Run 1, clock nets:
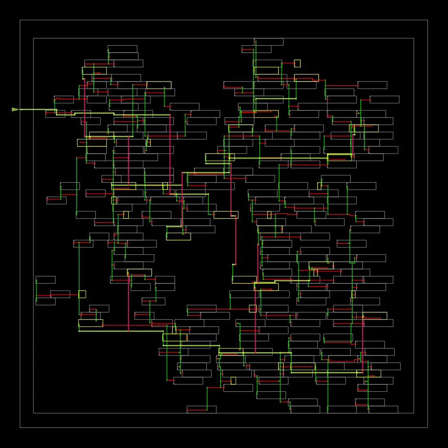
Run 1, a small window of the routed layout:
The bar under the picture is 5 um long. Region (67, 98) to (87, 118) um. Cells in gray, sequential cells in the stronger gray; small squares are vias.
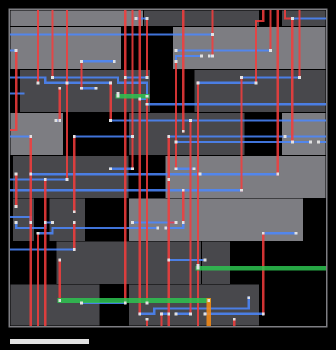
Run 1, pin map:
The bar under the picture is 50 um long. Pins as bars across the die edge, other pins in gray.
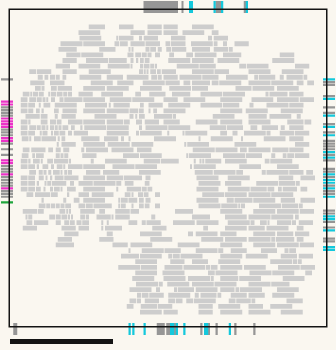
===== config.mk =====
export PLATFORM = sky130hd
export DESIGN_NAME = riscv_fetch_queue_flat
export DESIGN_NICKNAME = d
export VERILOG_FILES = /design/src/rtl/riscv_fetch_queue_pkg.sv /design/src/rtl/riscv_fetch_queue_if.sv /design/src/rtl/riscv_fetch_queue_fetch_fifo.sv /design/src/rtl/riscv_fetch_queue.sv /design/src/flat_wrapper.sv
export SDC_FILE = /design/constraint.sdc
export NUM_CORES = 1
export LEC_CHECK = 0
export ABC_AREA = 0
export CAP_MARGIN = 20
export CORE_MARGIN = 5
export CORE_UTILIZATION = 43
export DETAILED_ROUTE_END_ITERATION = 7
export PLACE_DENSITY = 0.71
export SLEW_MARGIN = 15
export SYNTH_ARGS = -nofsm -noshare
export SYNTH_HDL_FRONTEND = slang
export SYNTH_HIERARCHICAL = 1
export SYNTH_SLANG_ARGS = --single-unit

===== constraint.sdc =====
create_clock -name clk -period 4.57 [get_ports clk]
set_input_delay 1.371 -clock clk [delete_from_list [all_inputs] [get_ports clk]]
set_output_delay 1.371 -clock clk [all_outputs]
set_load 0.1 [all_outputs]

===== src/rtl/riscv_fetch_queue_pkg.sv =====
// riscv_fetch_queue_pkg
//   Shared definitions for the RISCV150 fetch queue: instruction width, the
//   canonical NOP (addi x0, x0, 0) driven while no instruction is presented,
//   and the width helper for the queue occupancy counter.
package riscv_fetch_queue_pkg;

    localparam int INST_WIDTH = 32;
    localparam logic [INST_WIDTH-1:0] NOP_INST_DEFAULT = 32'h0000_0013;

    // Occupancy counter must represent 0..depth inclusive.
    function automatic int cnt_width(input int depth);
        return $clog2(depth) + 1;
    endfunction

endpackage


===== src/rtl/riscv_fetch_queue_if.sv =====
// riscv_fetch_queue_if
//   Bundles the fetch stage's control inputs, IMEM request/response and the
//   decode-side valid/ready handshake.
//   master : the fetch queue (drives imem_re/imem_addr and the head outputs)
//   slave  : the surroundings (pipeline control, IMEM, decode)
//   Signals: stall, redirect_valid, redirect_pc, imem_re, imem_addr, imem_dout,
//            inst_valid, deq_ready, inst, inst_pc, inst_pc_plus4, count
interface riscv_fetch_queue_if
    import riscv_fetch_queue_pkg::*;
#(
    parameter int PC_WIDTH = 14,
    parameter int DEPTH    = 4
);
    logic                        stall;
    logic                        redirect_valid;
    logic [PC_WIDTH-1:0]         redirect_pc;
    logic                        imem_re;
    logic [PC_WIDTH-3:0]         imem_addr;
    logic [INST_WIDTH-1:0]       imem_dout;
    logic                        inst_valid;
    logic                        deq_ready;
    logic [INST_WIDTH-1:0]       inst;
    logic [PC_WIDTH-1:0]         inst_pc;
    logic [PC_WIDTH-1:0]         inst_pc_plus4;
    logic [cnt_width(DEPTH)-1:0] count;

    modport master (
        input  stall, redirect_valid, redirect_pc, imem_dout, deq_ready,
        output imem_re, imem_addr, inst_valid, inst, inst_pc, inst_pc_plus4, count
    );

    modport slave (
        output stall, redirect_valid, redirect_pc, imem_dout, deq_ready,
        input  imem_re, imem_addr, inst_valid, inst, inst_pc, inst_pc_plus4, count
    );
endinterface


===== src/rtl/riscv_fetch_queue_fetch_fifo.sv =====
// fetch_fifo
//   Synchronous FIFO holding {instruction, pc} entries for the fetch queue.
//   Ports: clk, rst (sync, active-high), clr (flush, priority over wr/rd),
//          wr_en/wr_data, rd_en, rd_data (current head), count (occupancy).
//   Reads of an empty FIFO and writes to a full FIFO (without a read) are ignored.
module fetch_fifo #(
    parameter int WIDTH = 46,
    parameter int DEPTH = 4
) (
    input  logic                   clk,
    input  logic                   rst,
    input  logic                   clr,
    input  logic                   wr_en,
    input  logic [WIDTH-1:0]       wr_data,
    input  logic                   rd_en,
    output logic [WIDTH-1:0]       rd_data,
    output logic [$clog2(DEPTH):0] count
);
    localparam int AW = $clog2(DEPTH);
    localparam logic [AW:0] FULL = (AW+1)'(DEPTH);

    logic [WIDTH-1:0] mem [DEPTH];
    logic [AW-1:0]    wr_ptr;
    logic [AW-1:0]    rd_ptr;
    logic             do_wr;
    logic             do_rd;

    assign do_rd = rd_en && (count != '0);
    assign do_wr = wr_en && ((count != FULL) || do_rd);

    // NOTE: state registers use non-blocking assignments so every flop samples
    // the pre-edge value of its neighbours, independent of statement order.
    always_ff @(posedge clk) begin
        if (rst || clr) begin
            wr_ptr <= '0;
            rd_ptr <= '0;
            count  <= '0;
        end else begin
            if (do_wr) wr_ptr <= wr_ptr + AW'(1);
            if (do_rd) rd_ptr <= rd_ptr + AW'(1);
            case ({do_wr, do_rd})
                2'b10:   count <= count + (AW+1)'(1);
                2'b01:   count <= count - (AW+1)'(1);
                default: count <= count;
            endcase
        end
    end

    // NOTE: the storage array is deliberately not reset; count and the
    // pointers decide which words are meaningful, so the data can map to RAM.
    always_ff @(posedge clk) begin
        if (do_wr) mem[wr_ptr] <= wr_data;
    end

    assign rd_data = mem[rd_ptr];

    // Upstream credit accounting must never push into a full queue.
    a_no_overflow: assert property (@(posedge clk) disable iff (rst || clr)
        !(wr_en && (count == FULL) && !rd_en));

endmodule


===== src/rtl/riscv_fetch_queue.sv =====
// riscv_fetch_queue
//   RISCV150 fetch stage: owns the PC, issues reads to a fixed-latency IMEM,
//   buffers the returned words in a DEPTH-entry queue and presents the head to
//   decode with valid/ready. A redirect flushes the queue and flips the epoch so
//   reads already in flight are discarded when they return.
//   Ports: clk, rst (sync, active-high), bus (riscv_fetch_queue_if.master).
module riscv_fetch_queue
    import riscv_fetch_queue_pkg::*;
#(
    parameter int                    PC_WIDTH     = 14,
    parameter int                    DEPTH        = 4,
    parameter int                    IMEM_LATENCY = 1,
    parameter logic [PC_WIDTH-1:0]   RESET_PC     = '0,
    parameter logic [INST_WIDTH-1:0] NOP_INST     = NOP_INST_DEFAULT
) (
    input logic                 clk,
    input logic                 rst,
    riscv_fetch_queue_if.master bus
);
    localparam int CW    = cnt_width(DEPTH);
    localparam int SUM_W = CW + 2;
    localparam int LAST  = IMEM_LATENCY - 1;

    typedef struct packed {
        logic                valid;
        logic                epoch;
        logic [PC_WIDTH-1:0] pc;
    } tag_t;

    typedef struct packed {
        logic [INST_WIDTH-1:0] inst;
        logic [PC_WIDTH-1:0]   pc;
    } entry_t;

    logic [PC_WIDTH-1:0] fetch_pc;
    logic [PC_WIDTH-1:0] redirect_target;
    logic                epoch;
    tag_t                tags [IMEM_LATENCY];
    logic [SUM_W-1:0]    inflight;
    logic [CW-1:0]       fifo_count;
    logic                issue;
    logic                resp_ok;
    logic                fire;
    logic                head_valid;
    entry_t              wr_entry;
    entry_t              head;

    // NOTE: every variable assigned in always_comb gets a value before any
    // conditional logic, so no path can leave it holding state (no latch).
    always_comb begin
        inflight = '0;
        for (int i = 0; i < IMEM_LATENCY; i++) begin
            inflight = inflight + SUM_W'(tags[i].valid);
        end
    end

    // Queued plus in-flight reads never exceed DEPTH, so every response that
    // comes back has a free slot waiting for it.
    assign issue = !rst && !bus.stall && !bus.redirect_valid &&
                   ((SUM_W'(fifo_count) + inflight) < SUM_W'(DEPTH));

    assign redirect_target = bus.redirect_pc & ~PC_WIDTH'(3);

    // A response from an older epoch, or one landing on a redirect cycle, is
    // stale. A single epoch bit is sufficient while redirects are at least
    // IMEM_LATENCY-1 cycles apart or IMEM_LATENCY <= 2.
    assign resp_ok = tags[LAST].valid && (tags[LAST].epoch == epoch) && !bus.redirect_valid;

    always_ff @(posedge clk) begin
        if (rst) begin
            fetch_pc <= RESET_PC;
            epoch    <= 1'b0;
            for (int i = 0; i < IMEM_LATENCY; i++) tags[i] <= '0;
        end else begin
            if (bus.redirect_valid) begin
                fetch_pc <= redirect_target;
                epoch    <= ~epoch;
            end else if (issue) begin
                fetch_pc <= fetch_pc + PC_WIDTH'(4);
            end
            // Tracking pipe mirrors the IMEM pipeline and advances even on stall.
            tags[0] <= '{valid: issue, epoch: epoch, pc: fetch_pc};
            for (int i = 1; i < IMEM_LATENCY; i++) tags[i] <= tags[i-1];
        end
    end

    assign wr_entry = '{inst: bus.imem_dout, pc: tags[LAST].pc};

    fetch_fifo #(
        .WIDTH (INST_WIDTH + PC_WIDTH),
        .DEPTH (DEPTH)
    ) u_fifo (
        .clk     (clk),
        .rst     (rst),
        .clr     (bus.redirect_valid),
        .wr_en   (resp_ok),
        .wr_data (wr_entry),
        .rd_en   (fire),
        .rd_data (head),
        .count   (fifo_count)
    );

    assign head_valid = (fifo_count != '0);

    // The head stays visible on a redirect cycle but is not consumed.
    assign bus.inst_valid    = head_valid && !bus.stall && !rst;
    assign fire              = bus.inst_valid && bus.deq_ready && !bus.redirect_valid;
    assign bus.inst          = bus.inst_valid ? head.inst : NOP_INST;
    assign bus.inst_pc       = bus.inst_valid ? head.pc : '0;
    assign bus.inst_pc_plus4 = bus.inst_valid ? head.pc + PC_WIDTH'(4) : '0;
    assign bus.count         = fifo_count;
    assign bus.imem_re       = issue;
    assign bus.imem_addr     = fetch_pc[PC_WIDTH-1:2];

    // Decode must hold a redirect until the global stall drops.
    a_no_redirect_on_stall: assert property (@(posedge clk) disable iff (rst)
        !(bus.redirect_valid && bus.stall));

endmodule


===== src/flat_wrapper.sv =====
// flat-port wrapper written by rule: the top's interface ports become plain ports
module riscv_fetch_queue_flat import riscv_fetch_queue_pkg::*;
#(
    parameter int                    PC_WIDTH     = 14,
    parameter int                    DEPTH        = 4,
    parameter int                    IMEM_LATENCY = 1,
    parameter logic [PC_WIDTH-1:0]   RESET_PC     = '0,
    parameter logic [INST_WIDTH-1:0] NOP_INST     = NOP_INST_DEFAULT
)
  (clk, rst, bus_stall, bus_redirect_valid, bus_redirect_pc, bus_imem_dout, bus_deq_ready, bus_imem_re, bus_imem_addr, bus_inst_valid, bus_inst, bus_inst_pc, bus_inst_pc_plus4, bus_count);
  riscv_fetch_queue_if #(.PC_WIDTH(PC_WIDTH), .DEPTH(DEPTH)) bus_i ();
  input logic clk;
  input logic rst;
  input wire logic [$bits(bus_i.stall)-1:0] bus_stall;
  input wire logic [$bits(bus_i.redirect_valid)-1:0] bus_redirect_valid;
  input wire logic [$bits(bus_i.redirect_pc)-1:0] bus_redirect_pc;
  input wire logic [$bits(bus_i.imem_dout)-1:0] bus_imem_dout;
  input wire logic [$bits(bus_i.deq_ready)-1:0] bus_deq_ready;
  output wire logic [$bits(bus_i.imem_re)-1:0] bus_imem_re;
  output wire logic [$bits(bus_i.imem_addr)-1:0] bus_imem_addr;
  output wire logic [$bits(bus_i.inst_valid)-1:0] bus_inst_valid;
  output wire logic [$bits(bus_i.inst)-1:0] bus_inst;
  output wire logic [$bits(bus_i.inst_pc)-1:0] bus_inst_pc;
  output wire logic [$bits(bus_i.inst_pc_plus4)-1:0] bus_inst_pc_plus4;
  output wire logic [$bits(bus_i.count)-1:0] bus_count;
  assign bus_i.stall = bus_stall;
  assign bus_i.redirect_valid = bus_redirect_valid;
  assign bus_i.redirect_pc = bus_redirect_pc;
  assign bus_i.imem_dout = bus_imem_dout;
  assign bus_i.deq_ready = bus_deq_ready;
  assign bus_imem_re = bus_i.imem_re;
  assign bus_imem_addr = bus_i.imem_addr;
  assign bus_inst_valid = bus_i.inst_valid;
  assign bus_inst = bus_i.inst;
  assign bus_inst_pc = bus_i.inst_pc;
  assign bus_inst_pc_plus4 = bus_i.inst_pc_plus4;
  assign bus_count = bus_i.count;
  riscv_fetch_queue #(.PC_WIDTH(PC_WIDTH), .DEPTH(DEPTH), .IMEM_LATENCY(IMEM_LATENCY), .RESET_PC(RESET_PC), .NOP_INST(NOP_INST)) u_core (.clk(clk), .rst(rst), .bus(bus_i));
endmodule

==> impl_metrics.tcl, run 1 <==
# place-and-route summary
set metrics [dict create \
    reg_top3 "u_core/u_fifo/mem (184), u_core/tags (14), u_core/fetch_pc (12)" \
    rr_worst_depth 10 \
    drive_above_1_share_pct 28.3 \
    synthCells 518 \
    dpl_cell_area_mm2 0.0112 \
    irDropWorstVdd_v 0.000213 \
    r2r-end "u_core/u_fifo/count[1]" \
    hold_start "u_core/tags[0][3]" \
    netlist_top_cells_count "edfxtp_1, and2_1, mux4_2" \
    gp_congestion 0.833 \
    finalPower_mw 4.12 \
    final_cells 951 \
    drv_slew 0 \
    rows 52 \
    cp.depth 7 \
    top_cell "edfxtp_1" \
    synth.top_cell.area_share_pct 62.2 \
    layout.cells.most_common "edfxtp_1" \
    path_class "input port to primary output" \
    ys_sh_simple_pct 9.77 \
    end_kind "primary output" \
    top_logic_kind "multiplexers" \
    core_mm2 0.0203 \
    whs_ps 477 \
    timing.rr.start "u_core/u_fifo/count[0]" \
    tns_ps 0 \
    r2r_slack_ps 1560 \
    worstMarginPinSlew_ps 991 \
    globalRoute.totalOverflow 0 \
    dieArea_mm2 0.0236 \
    crit_buf_inv 4 \
    port_buffers 125 \
    design_area_mm2 0.0119 \
    cts.path.max_buffers 3 \
    ys_cells 518 \
    drtIter0Drc 337 \
    top_cells_by_area "edfxtp_1, mux4_2, dfxtp_1" \
    grt_max_degree 35 \
    outcome "finished, final reports clean" \
    synth_flops 220 \
    syn_area_per_cell_um2 17.2 \
    placed_cells 910 \
]
Notes on 'clock nets' above:
flop count: 220
TritonCTS buffer count: 23

Notes on 'a small window of the routed layout' above:
Key: red = M2; blue = M1; orange = M4; green = M3
Netlist names of flops here include u_core/u_fifo/mem (4). Most frequent: edfxtp_1 (4), buf_12 (3). Sequential cells in the window: 4. 14 logic cells have their middle in the window.

Notes on 'pin map' above:
Key: cyan = bus_imem_dout [pins 32, direction input, edge 17 right, 10 bottom, 5 top]; green = bus_deq_ready [pins 1, direction input, edge left]; magenta = bus_imem_addr [pins 12, direction output, edge left]
Die Y: 154 um
chip width: 154 um

run 1: area by class of cell:
class	count	area, um^2
sequential	220	6250
timing repair buffer	142	2010
clock inverter	11	86.3
clock buffer	30	623
multi-input combinational	266	2510
inverter	12	45.0
tap	270	338
fill	1529	8430
run 1: power by group through the flow:
| stage | sequential, mW | combinational (mW) | clock [mW] |
|---|---|---|---|
| 6_report | 2.21 | 0.181 | 1.73 |
| 5_1_grt | 2.21 | 0.193 | 1.88 |
| 4_1_cts | 2.21 | 0.181 | 1.79 |
| 3_5_place_dp | 2.25 | 0.180 | 0 |
| 3_3_place_gp | 2.25 | 0.176 | 0 |
| 2_1_floorplan | 2.30 | 0.0514 | 0 |
run 1: metal layers:
metal,GRT usage (%),share of wire [%]
met1,19.2,41
met3,3.32,5.7
met4,3.36,1.5
met2,26.8,52
met5,0,0
Run 1, wire density map:
31 x 31 tiles, from white (low) to dark blue (high), scaled to the fullest tile. Values are wire area over tile area, all layers added.
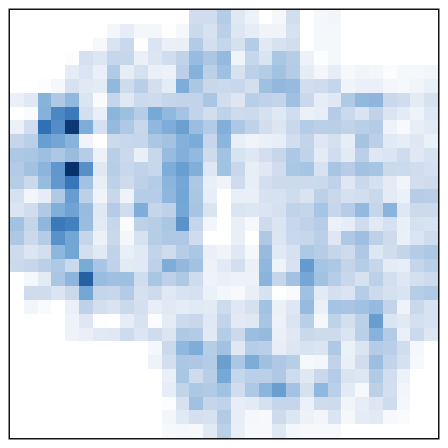

==> inputs of run 2 (changes only) <==
==> constraint.sdc (replaced) <==
create_clock -name clk -period 4.41 [get_ports clk]
set_input_delay 1.323 -clock clk [delete_from_list [all_inputs] [get_ports clk]]
set_output_delay 1.323 -clock clk [all_outputs]
set_load 0.1 [all_outputs]
Run 2, wire density map:
31 x 31 tiles, from white (low) to dark blue (high), scaled to the fullest tile. Values are wire area over tile area, all layers added.
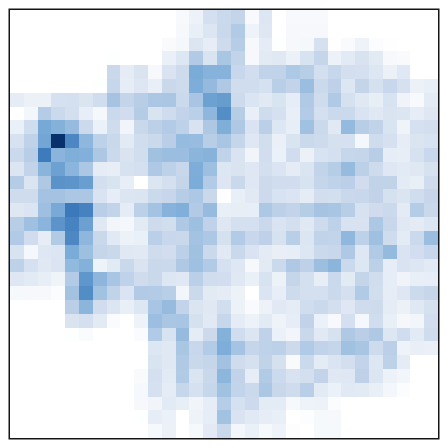
The emptiest ninth of the die: lower left. 22% of the tiles are nearly empty. The fullest tile reaches 0.68. The densest ninth of the die: middle left.
WL/cell: 18.6 um
Post-Route WL: 17700 um

Run 2, a small window of the routed layout:
The bar under the picture is 5 um long. Region (67, 98) to (87, 118) um. Cells in gray, sequential cells in the stronger gray; small squares are vias.
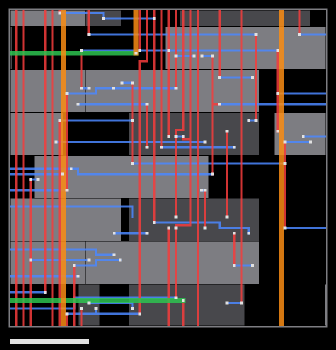
Key: red = M2; green = M3; orange = M4; blue = M1
Most frequent: edfxtp_1 (5), mux4_2 (2). Netlist names of flops here include u_core/u_fifo/mem (5). 9 logic cells have their middle in the window. Sequential cells in the window: 5.

==> impl_metrics.tcl, run 2 <==
# place-and-route summary
set metrics [dict create \
    outcome "finished, final reports clean" \
    ys_sh_simple_pct 9.77 \
    clock_area_share_pct 5.81 \
    dr.max_layer_used "met4" \
    ys_cells 518 \
    seq_area_share_pct 52.7 \
    drtIter0Drc 302 \
    globalRoute.totalOverflow 0 \
    use_met2_pct 25.8 \
    buffers 141 \
    met3_usage_pct 2.98 \
    largest_class "sequential cells" \
    n_clock_buffer 38 \
    top_logic_kind "multiplexers" \
    grt_use_met1_pct 19.2 \
    fp.dieW_um 154 \
    cts_buffers 22 \
    dr_wl_met3_um 1010 \
    ff_latch_area_mm2 0.00625 \
    dieArea_mm2 0.0236 \
    whs_ps 479 \
    taps 270 \
    gp_congestion 0.832 \
    drv_slew 0 \
    finalPower_mw 4.21 \
    r2r-end "u_core/u_fifo/mem[2][18]" \
    wl_met1_um 7330 \
    layout.cells.most_common "edfxtp_1" \
    cts.path.max_buffers 3 \
    hold_start "u_core/tags[0][13]" \
    rows 52 \
    tns_ps 0 \
    dr_wl_met2_um 9080 \
    netlist_top_cells_count "edfxtp_1, and2_1, mux4_2" \
    rr_worst_depth 9 \
    top_cells_by_area "edfxtp_1, mux4_2, dfxtp_1" \
    comb_area_mm2 0.00248 \
    placed_cells 909 \
    design_area_mm2 0.0119 \
    syn_area_per_cell_um2 17.2 \
    final_cells 949 \
    worstMarginPinSlew_ps 981 \
    top_cell "edfxtp_1" \
    synth_flops 220 \
    die_h_um 154 \
    bufAreaShareNonClock_pct 17.3 \
    irDropWorstVdd_v 0.000252 \
    fillers 1535 \
]
==> run 2: cell counts after synthesis <==
No cell type changed its count.
==> run 2: power breakdown <==
part	internal, mW	total, mW	switching (mW)
Sequential	2.27	2.29	0.0188
Combinational	0.0777	0.188	0.110
Clock	1.04	1.74	0.695
==> run 2: kinds of logic (layout without fill, tap and decap cells) <==
group | count (synthesis) | count (layout)
XOR/XNOR | 16 | 16
AND/OR/NAND/NOR | 151 | 151
flip-flops | 220 | 220
multiplexers | 52 | 52
adder cells (fa/ha/maj) | 7 | 7
AND-OR/OR-AND | 32 | 32
other | 1 | 8
buffers and inverters | 39 | 193
==> run 2: critical path, cell delays in order <==
cell and delay, ps:
clkdlybuf4s50_1 480, nor2_1 70, o31ai_1 120, inv_1 200
and2_2 270, mux2_2 290, buf_12 170
Run 2, clock nets:
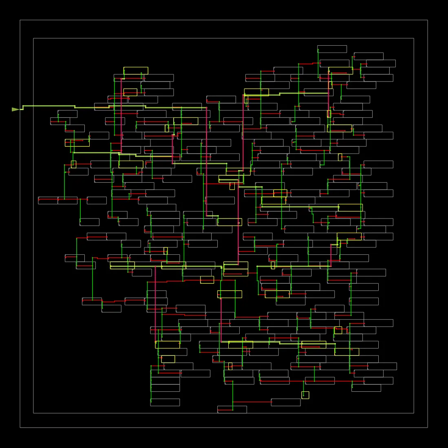

==> inputs of run 3 (changes only) <==
--- a/config.mk
+++ b/config.mk
@@ -9,6 +9,7 @@
 export CAP_MARGIN = 20
 export CORE_MARGIN = 5
 export CORE_UTILIZATION = 43
+export CTS_CLUSTER_SIZE = 20
 export DETAILED_ROUTE_END_ITERATION = 7
 export PLACE_DENSITY = 0.71
 export SLEW_MARGIN = 15
==> constraint.sdc (replaced) <==
create_clock -name clk -period 4.9 [get_ports clk]
set_input_delay 1.47 -clock clk [delete_from_list [all_inputs] [get_ports clk]]
set_output_delay 1.47 -clock clk [all_outputs]
set_load 0.1 [all_outputs]
Run 3, clock nets:
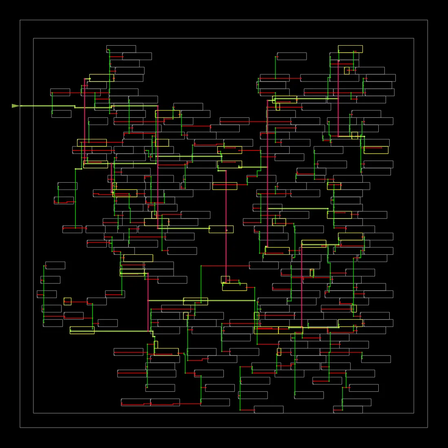
clk_buf instances: 28
clk_lat worst skew: 510 ps
CTS sink count: 220
Clock Skew: 28.5 ps
Clock group: 1.72 mW

Run 3, logic cells by family:
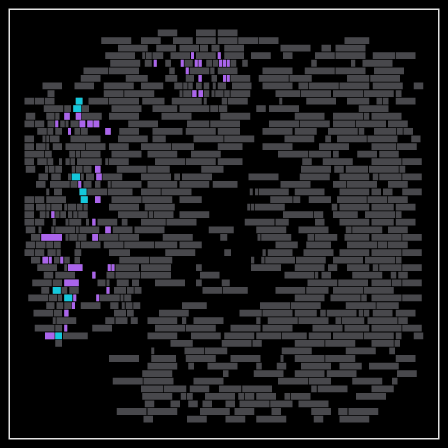
Key: purple = nor cells [cells 47]; cyan = non-inverting ao/oa cells [cells 8]

==> impl_metrics.tcl, run 3 <==
# place-and-route summary
set metrics [dict create \
    comb_cells 266 \
    layout.cells.most_common "edfxtp_1" \
    design_area_mm2 0.0118 \
    ff_latch_area_mm2 0.00625 \
    cp.depth 7 \
    outcome "finished, final reports clean" \
    seq-power_mw 2.06 \
    gp_congestion 0.816 \
    comb_area_mm2 0.00248 \
    flops 220 \
    drive_above_1_share_pct 25.7 \
    grt_max_degree 48 \
    buffers 136 \
    ys_cells 518 \
    irDropWorstVdd_v 0.000209 \
    fp.dieW_um 154 \
    clock_area_share_pct 6.48 \
    top_cells_by_area "edfxtp_1, mux4_2, dfxtp_1" \
    wl_per_cell_um 18.7 \
    finalPower_mw 3.94 \
    p_seq_share_pct 52.2 \
    tns_ps 0 \
    top_cell "edfxtp_1" \
    hold_start "u_core/tags[0][3]" \
    path_class "input port to primary output" \
    crit_chain "clkdlybuf4s50_1 > nor2_1 > o31ai_1 > inv_1 > and2_1 > mux2_2 > buf_12" \
]
-- run 3: cells by family (layout without fill, tap and decap cells) --
logic type                 count (synthesis)  in the layout  share of synthesized area [%]
AOI/OAI and AO/OA                         32             32                           2.70
xor gates and xnor gates                  16             16                           1.58
adders and majority gates                  7              7                           1.07
buffers and inverters                     39            190                           2.21
DFF                                      220            220                           70.3
muxes                                     52             52                           12.4
other                                      1              8                         0.0422
and+or+nand+nor                          151            151                           9.77
-- run 3: worst register-to-register path, delay by kind of cell (launching register included) --
kind | cells | cell delay (ps)
simple gates | 5 | 1310
flops | 1 | 570
compound gates | 2 | 530
buf+inv | 2 | 390
fa+ha+maj | 1 | 390
No activity file was given, so power comes from the tool's default toggle rates.
